[config.mk]
export PLATFORM = sky130hd
export DESIGN_NAME = index_reader_flat
export DESIGN_NICKNAME = d
export VERILOG_FILES = /design/src/rtl/index_reader_if.sv /design/src/rtl/index_reader.sv /design/src/flat_wrapper.sv
export SDC_FILE = /design/constraint.sdc
export NUM_CORES = 1
export LEC_CHECK = 0
export ABC_CLOCK_PERIOD_IN_PS = 3600
export CORE_MARGIN = 5
export CORE_UTILIZATION = 45
export CTS_BUF_LIST = sky130_fd_sc_hd__clkbuf_8 sky130_fd_sc_hd__clkbuf_16
export DETAILED_ROUTE_END_ITERATION = 6
export GPL_ROUTABILITY_DRIVEN = 1
export PLACE_DENSITY = 0.82
export SLEW_MARGIN = 20
export SYNTH_ARGS = -nofsm -noshare
export SYNTH_HDL_FRONTEND = slang
export SYNTH_SLANG_ARGS = --single-unit
[constraint.sdc]
create_clock -name clk -period 3.6 [get_ports clk]
set_input_delay 0.72 -clock clk [delete_from_list [all_inputs] [get_ports clk]]
set_output_delay 0.72 -clock clk [all_outputs]
set_load 0.03 [all_outputs]
[src/rtl/index_reader_if.sv]
// Bundle of the burst-control, SRAM read-port and index-stream signals of index_reader.
// The master modport is the reader itself; the slave modport is its environment.
interface index_reader_if #(
  parameter int RD_DATA_WIDTH = 4,
  parameter int RD_DATA_DEPTH = 65536,
  parameter int IDX_WIDTH     = 2
);
  localparam int RD_ADDR_WIDTH = $clog2(RD_DATA_DEPTH);

  logic                     start;
  logic [RD_ADDR_WIDTH-1:0] base_addr;
  logic [RD_ADDR_WIDTH:0]   num_words;
  logic                     busy;
  logic                     done;
  logic                     sram_rd;
  logic [RD_ADDR_WIDTH-1:0] sram_rd_addr;
  logic [RD_DATA_WIDTH-1:0] sram_data_out;
  logic                     idx_valid;
  logic                     idx_ready;
  logic [IDX_WIDTH-1:0]     idx_data;
  logic                     idx_last;

  modport master (
    input  start, base_addr, num_words, sram_data_out, idx_ready,
    output busy, done, sram_rd, sram_rd_addr, idx_valid, idx_data, idx_last
  );

  modport slave (
    output start, base_addr, num_words, sram_data_out, idx_ready,
    input  busy, done, sram_rd, sram_rd_addr, idx_valid, idx_data, idx_last
  );
endinterface

[src/rtl/index_reader.sv]
// Reads a burst of packed pooling-index words from SRAM and streams the indices
// out one lane at a time, MSB lane first, with valid/ready backpressure.
module index_reader #(
  parameter int RD_DATA_WIDTH = 4,
  parameter int RD_DATA_DEPTH = 65536,
  parameter int IDX_WIDTH     = 2
) (
  input  logic          clk,
  input  logic          rst,
  index_reader_if.master bus
);
  localparam int RD_ADDR_WIDTH = $clog2(RD_DATA_DEPTH);
  localparam int LANES         = RD_DATA_WIDTH / IDX_WIDTH;
  localparam int LANE_WIDTH    = (LANES > 1) ? $clog2(LANES) : 1;

  localparam logic [2:0] IDLE = 3'd0;
  localparam logic [2:0] RD   = 3'd1;
  localparam logic [2:0] LOAD = 3'd2;
  localparam logic [2:0] OUT  = 3'd3;
  localparam logic [2:0] DONE = 3'd4;

  localparam logic [RD_ADDR_WIDTH-1:0] LAST_ADDR = RD_ADDR_WIDTH'(RD_DATA_DEPTH - 1);
  localparam logic [RD_ADDR_WIDTH-1:0] ADDR_ONE  = RD_ADDR_WIDTH'(1);
  localparam logic [RD_ADDR_WIDTH:0]   REM_ONE   = (RD_ADDR_WIDTH + 1)'(1);
  localparam logic [LANE_WIDTH-1:0]    LAST_LANE = LANE_WIDTH'(LANES - 1);
  localparam logic [LANE_WIDTH-1:0]    LANE_ONE  = LANE_WIDTH'(1);

  logic [2:0]               state_reg, state_next;
  logic [RD_ADDR_WIDTH-1:0] cur_addr_reg;
  logic [RD_ADDR_WIDTH-1:0] cur_addr_next;
  logic [RD_ADDR_WIDTH:0]   remaining_reg;
  logic [LANE_WIDTH-1:0]    lane_reg;
  logic [RD_DATA_WIDTH-1:0] shift_reg;
  logic                     sram_rd_reg;
  logic [RD_ADDR_WIDTH-1:0] sram_rd_addr_reg;
  logic                     transfer;
  logic                     last_lane;

  assign transfer  = (state_reg == OUT) && bus.idx_ready;
  assign last_lane = (lane_reg == LAST_LANE);

  // Explicit wrap so a non-power-of-two depth still cycles through 0..DEPTH-1
  assign cur_addr_next = (cur_addr_reg == LAST_ADDR) ? '0 : cur_addr_reg + ADDR_ONE;

  always_comb begin
    state_next = state_reg;
    case (state_reg)
      IDLE: begin
        if (bus.start) begin
          state_next = (bus.num_words == '0) ? DONE : RD;
        end
      end
      RD:   state_next = LOAD;
      LOAD: state_next = OUT;
      OUT: begin
        if (transfer && last_lane) begin
          state_next = (remaining_reg == '0) ? DONE : RD;
        end
      end
      DONE:    state_next = IDLE;
      default: state_next = IDLE;
    endcase
  end

  always_ff @(posedge clk or posedge rst) begin
    if (rst) begin
      state_reg        <= IDLE;
      cur_addr_reg     <= '0;
      remaining_reg    <= '0;
      lane_reg         <= '0;
      shift_reg        <= '0;
      sram_rd_reg      <= 1'b0;
      sram_rd_addr_reg <= '0;
    end else begin
      state_reg   <= state_next;
      sram_rd_reg <= (state_next == RD);
      // The read address is registered alongside the enable; entering RD from
      // IDLE the word address is the one being captured this very edge.
      if (state_next == RD) begin
        sram_rd_addr_reg <= (state_reg == IDLE) ? bus.base_addr : cur_addr_reg;
      end
      case (state_reg)
        IDLE: begin
          if (bus.start) begin
            cur_addr_reg  <= bus.base_addr;
            remaining_reg <= bus.num_words;
          end
        end
        RD: begin
          cur_addr_reg  <= cur_addr_next;
          remaining_reg <= remaining_reg - REM_ONE;
        end
        LOAD: begin
          shift_reg <= bus.sram_data_out;
          lane_reg  <= '0;
        end
        OUT: begin
          // Shifting keeps the current lane in the top bits, matching a lane-indexed select
          if (transfer && !last_lane) begin
            lane_reg  <= lane_reg + LANE_ONE;
            shift_reg <= shift_reg << IDX_WIDTH;
          end
        end
        default: ;
      endcase
    end
  end

  assign bus.busy         = (state_reg != IDLE);
  assign bus.done         = (state_reg == DONE);
  assign bus.sram_rd      = sram_rd_reg;
  assign bus.sram_rd_addr = sram_rd_addr_reg;
  assign bus.idx_valid    = (state_reg == OUT);
  assign bus.idx_data     = shift_reg[RD_DATA_WIDTH-1 -: IDX_WIDTH];
  assign bus.idx_last     = (state_reg == OUT) && last_lane && (remaining_reg == '0);
endmodule
[src/flat_wrapper.sv]
// flat-port wrapper written by rule: the top's interface ports become plain ports
module index_reader_flat 
#(
  parameter int RD_DATA_WIDTH = 4,
  parameter int RD_DATA_DEPTH = 65536,
  parameter int IDX_WIDTH     = 2
)
  (clk, rst, bus_start, bus_base_addr, bus_num_words, bus_sram_data_out, bus_idx_ready, bus_busy, bus_done, bus_sram_rd, bus_sram_rd_addr, bus_idx_valid, bus_idx_data, bus_idx_last);
  index_reader_if #(.RD_DATA_WIDTH(RD_DATA_WIDTH), .RD_DATA_DEPTH(RD_DATA_DEPTH), .IDX_WIDTH(IDX_WIDTH)) bus_i ();
  input  logic clk;
  input  logic rst;
  input wire logic [$bits(bus_i.start)-1:0] bus_start;
  input wire logic [$bits(bus_i.base_addr)-1:0] bus_base_addr;
  input wire logic [$bits(bus_i.num_words)-1:0] bus_num_words;
  input wire logic [$bits(bus_i.sram_data_out)-1:0] bus_sram_data_out;
  input wire logic [$bits(bus_i.idx_ready)-1:0] bus_idx_ready;
  output wire logic [$bits(bus_i.busy)-1:0] bus_busy;
  output wire logic [$bits(bus_i.done)-1:0] bus_done;
  output wire logic [$bits(bus_i.sram_rd)-1:0] bus_sram_rd;
  output wire logic [$bits(bus_i.sram_rd_addr)-1:0] bus_sram_rd_addr;
  output wire logic [$bits(bus_i.idx_valid)-1:0] bus_idx_valid;
  output wire logic [$bits(bus_i.idx_data)-1:0] bus_idx_data;
  output wire logic [$bits(bus_i.idx_last)-1:0] bus_idx_last;
  assign bus_i.start = bus_start;
  assign bus_i.base_addr = bus_base_addr;
  assign bus_i.num_words = bus_num_words;
  assign bus_i.sram_data_out = bus_sram_data_out;
  assign bus_i.idx_ready = bus_idx_ready;
  assign bus_busy = bus_i.busy;
  assign bus_done = bus_i.done;
  assign bus_sram_rd = bus_i.sram_rd;
  assign bus_sram_rd_addr = bus_i.sram_rd_addr;
  assign bus_idx_valid = bus_i.idx_valid;
  assign bus_idx_data = bus_i.idx_data;
  assign bus_idx_last = bus_i.idx_last;
  index_reader #(.RD_DATA_WIDTH(RD_DATA_WIDTH), .RD_DATA_DEPTH(RD_DATA_DEPTH), .IDX_WIDTH(IDX_WIDTH)) u_core (.clk(clk), .rst(rst), .bus(bus_i));
endmodule
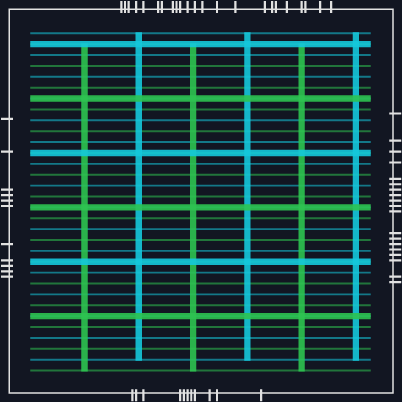
*PDN straps and rails, run 1*
Drawn at 4 px/um. Pins as bars on the die edge.
color	net
cyan	VDD
green	VSS
met1 rails	32
met5 straps	6
rows	31
signal pins	64

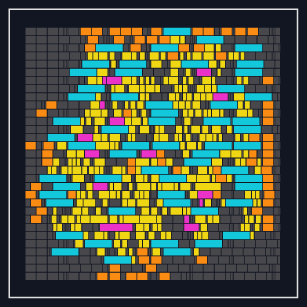
*Cells colored by class, run 1*
Drawn at 3 px/um. Fill, decap, tap and diode cells in gray.
color	class	cells	share of their area
yellow	remaining logic cells	279	42%
magenta	clock drivers and dummy loads	15	4.5%
orange	remaining buffers and delay cells	73	17%
cyan	registers	58	36%

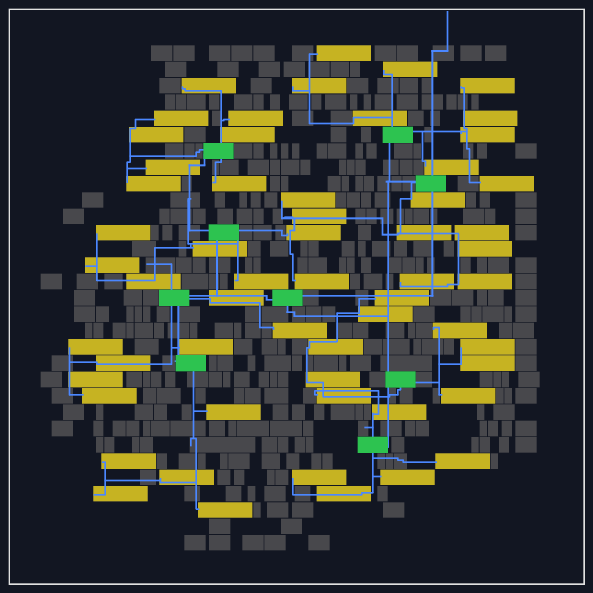
*Clock distribution, run 1*
Drawn at 6 px/um.
[green] clock-net drivers | count: 9
[blue] clock wires | length: 789 um
[yellow] flip-flops | count: 58
flops lie	all over the die

==> notes.md, run 1 <==
yosys + openroad results -> Signal buffers=73, Gates resized, CTS repair=0, Largest register FFs=17, WHS Path Cells=2, CP Max Fanout=6, Buffers & Inverters on Critical Path=1, Final period util=about nine tenths, GRT met3 Usage=just under 3%, Reg-to-Reg Start=u_core.state_reg[0]$_DFF_PP0_, Net Sw Power=between 1 and 1.5 mW, residual DRC count=0, R2R Setup Slk=1240 ps, Flops after synth=between 50 and 60, drt pass-1 iters=4, Adder Area Share=approximately 1.1%, metal3 WL=509 um, status=finished clean, CP Capture Type=primary output, final instance area=4200 um2, leak pwr=between 1.5 and 2 nW
==> inputs of run 2 (changes only) <==
- CORE_MARGIN: 5 -> 4
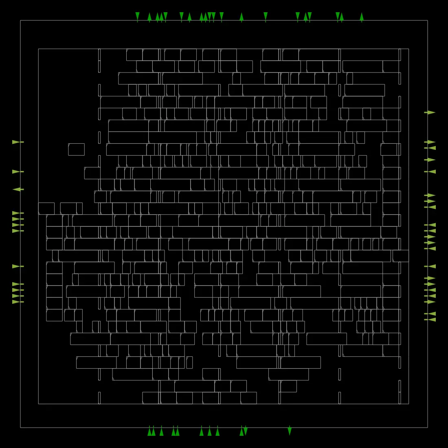
*Cell placement, run 2*
post-layout util: 60.9%
Core Rows: 30
Core ar.: 6940 um2

==> notes.md, run 2 <==
yosys + openroad results -> Signal buffers=between 70 and 80, Adder Area Share=under 10%, R2R Setup Slk=1210 ps, Gates resized, CTS repair=0, final instance area=approximately 4200 um2, Buffers & Inverters on Critical Path=1, status=finished clean, CTS buffer count=9, leak pwr=roughly 1.6 nW, Largest register FFs=17, Reg-to-Reg Start=u_core.state_reg[0]$_DFF_PP0_, GRT met3 Usage=approximately 4.2%, metal3 WL=approximately 560 um, Vias per Instance=~6, Reg area=1450 um2, total power=3.41 mW, CP Max Fanout=6, f_max=308 MHz, multi-input logic area=~1700 um2, drt pass-1 iters=5, WHS Path Cells=1, H-tree levels=3, Mean Syn Cell Area=between 9 and 10 um2, Flops after synth=between 50 and 60, residual DRC count=0
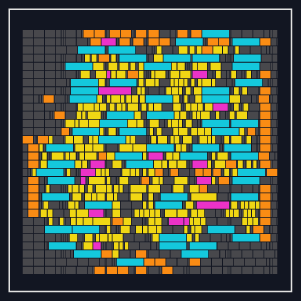
*Cells colored by class, run 2*
Drawn at 3 px/um. Fill, decap, tap and diode cells in gray.
color	class	cells	share of their area
orange	remaining buffers and delay cells	73	17%
cyan	registers	58	35%
magenta	clock drivers and dummy loads	16	5.3%
yellow	remaining logic cells	279	42%

==> inputs of run 3 (changes only) <==
- MAX_ROUTING_LAYER: unset -> met4
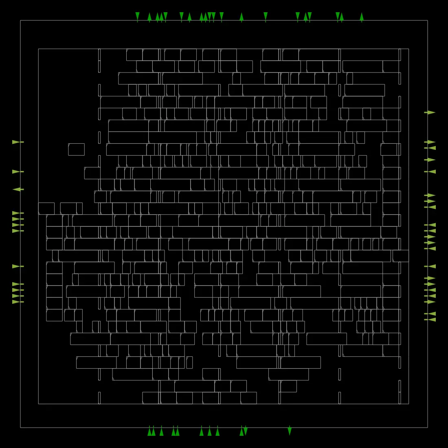
*Cell placement, run 3*
Fillers: 572
n_taps: 96
final cell count without fillers: 522
Seq/total area: 34.3%
seq_cells: 58

==> notes.md, run 3 <==
yosys + openroad results -> clock network fraction of total power=about a fifth, Final period util=between 90% and 100%, metal3 WL=approximately 520 um, area figure in the yosys stat output=approximately 3300 um2, CP Capture Type=primary output, f_max=between 300 and 400 MHz, CTS Hold Bufs=0, CP Max Fanout=6, Buffers & Inverters on Critical Path=1, CP top delay family=simple AND/OR/NAND/NOR gates, Core Rows=30, post-layout util=roughly 61%, Mux area share=about 4.3%, drt pass-1 iters=5, WP depth=4, Vias per Instance=approximately 6.0, H-tree levels=3, Largest register FFs=17, Worst setup SP type=flip-flop, # Cells Yosys=355, R2R Setup Slk=about 1200 ps, Net Sw Power=~1.4 mW, Root Buffer=clkbuf_8, Log Warnings=27, clock buffer depth=2, total power=approximately 3.4 mW, Multi-input comb cells=roughly 270, Reg area=1450 um2, residual DRC count=0, Slew Limit Fails=0, Layout Nets=about 470, Signal buffers=73, final instance area=about 4200 um2, Core ar.=a little under 7000 um2, GRT met3 Usage=under 10%, multi-input logic area=1680 um2, Gates resized, CTS repair=0, max cap viols=0, WHS Path Cells=1, Reg-to-Reg Start=u_core.state_reg[1]$_DFF_PP0_, status=finished clean, Mean Syn Cell Area=9.28 um2, leak pwr=approximately 1.6 nW, Flops after synth=58
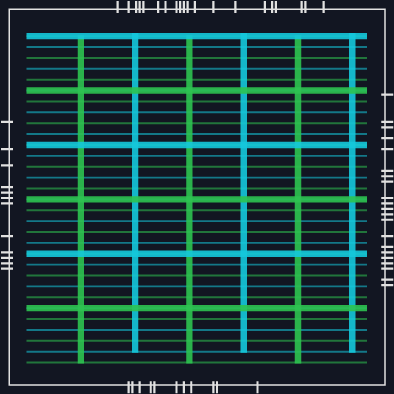
*PDN straps and rails, run 3*
Drawn at 4 px/um. Pins as bars on the die edge.
color	net
green	VSS
cyan	VDD
rows	30
signal pins	64
met5 straps	6

Power and IR drop assume default switching activity.
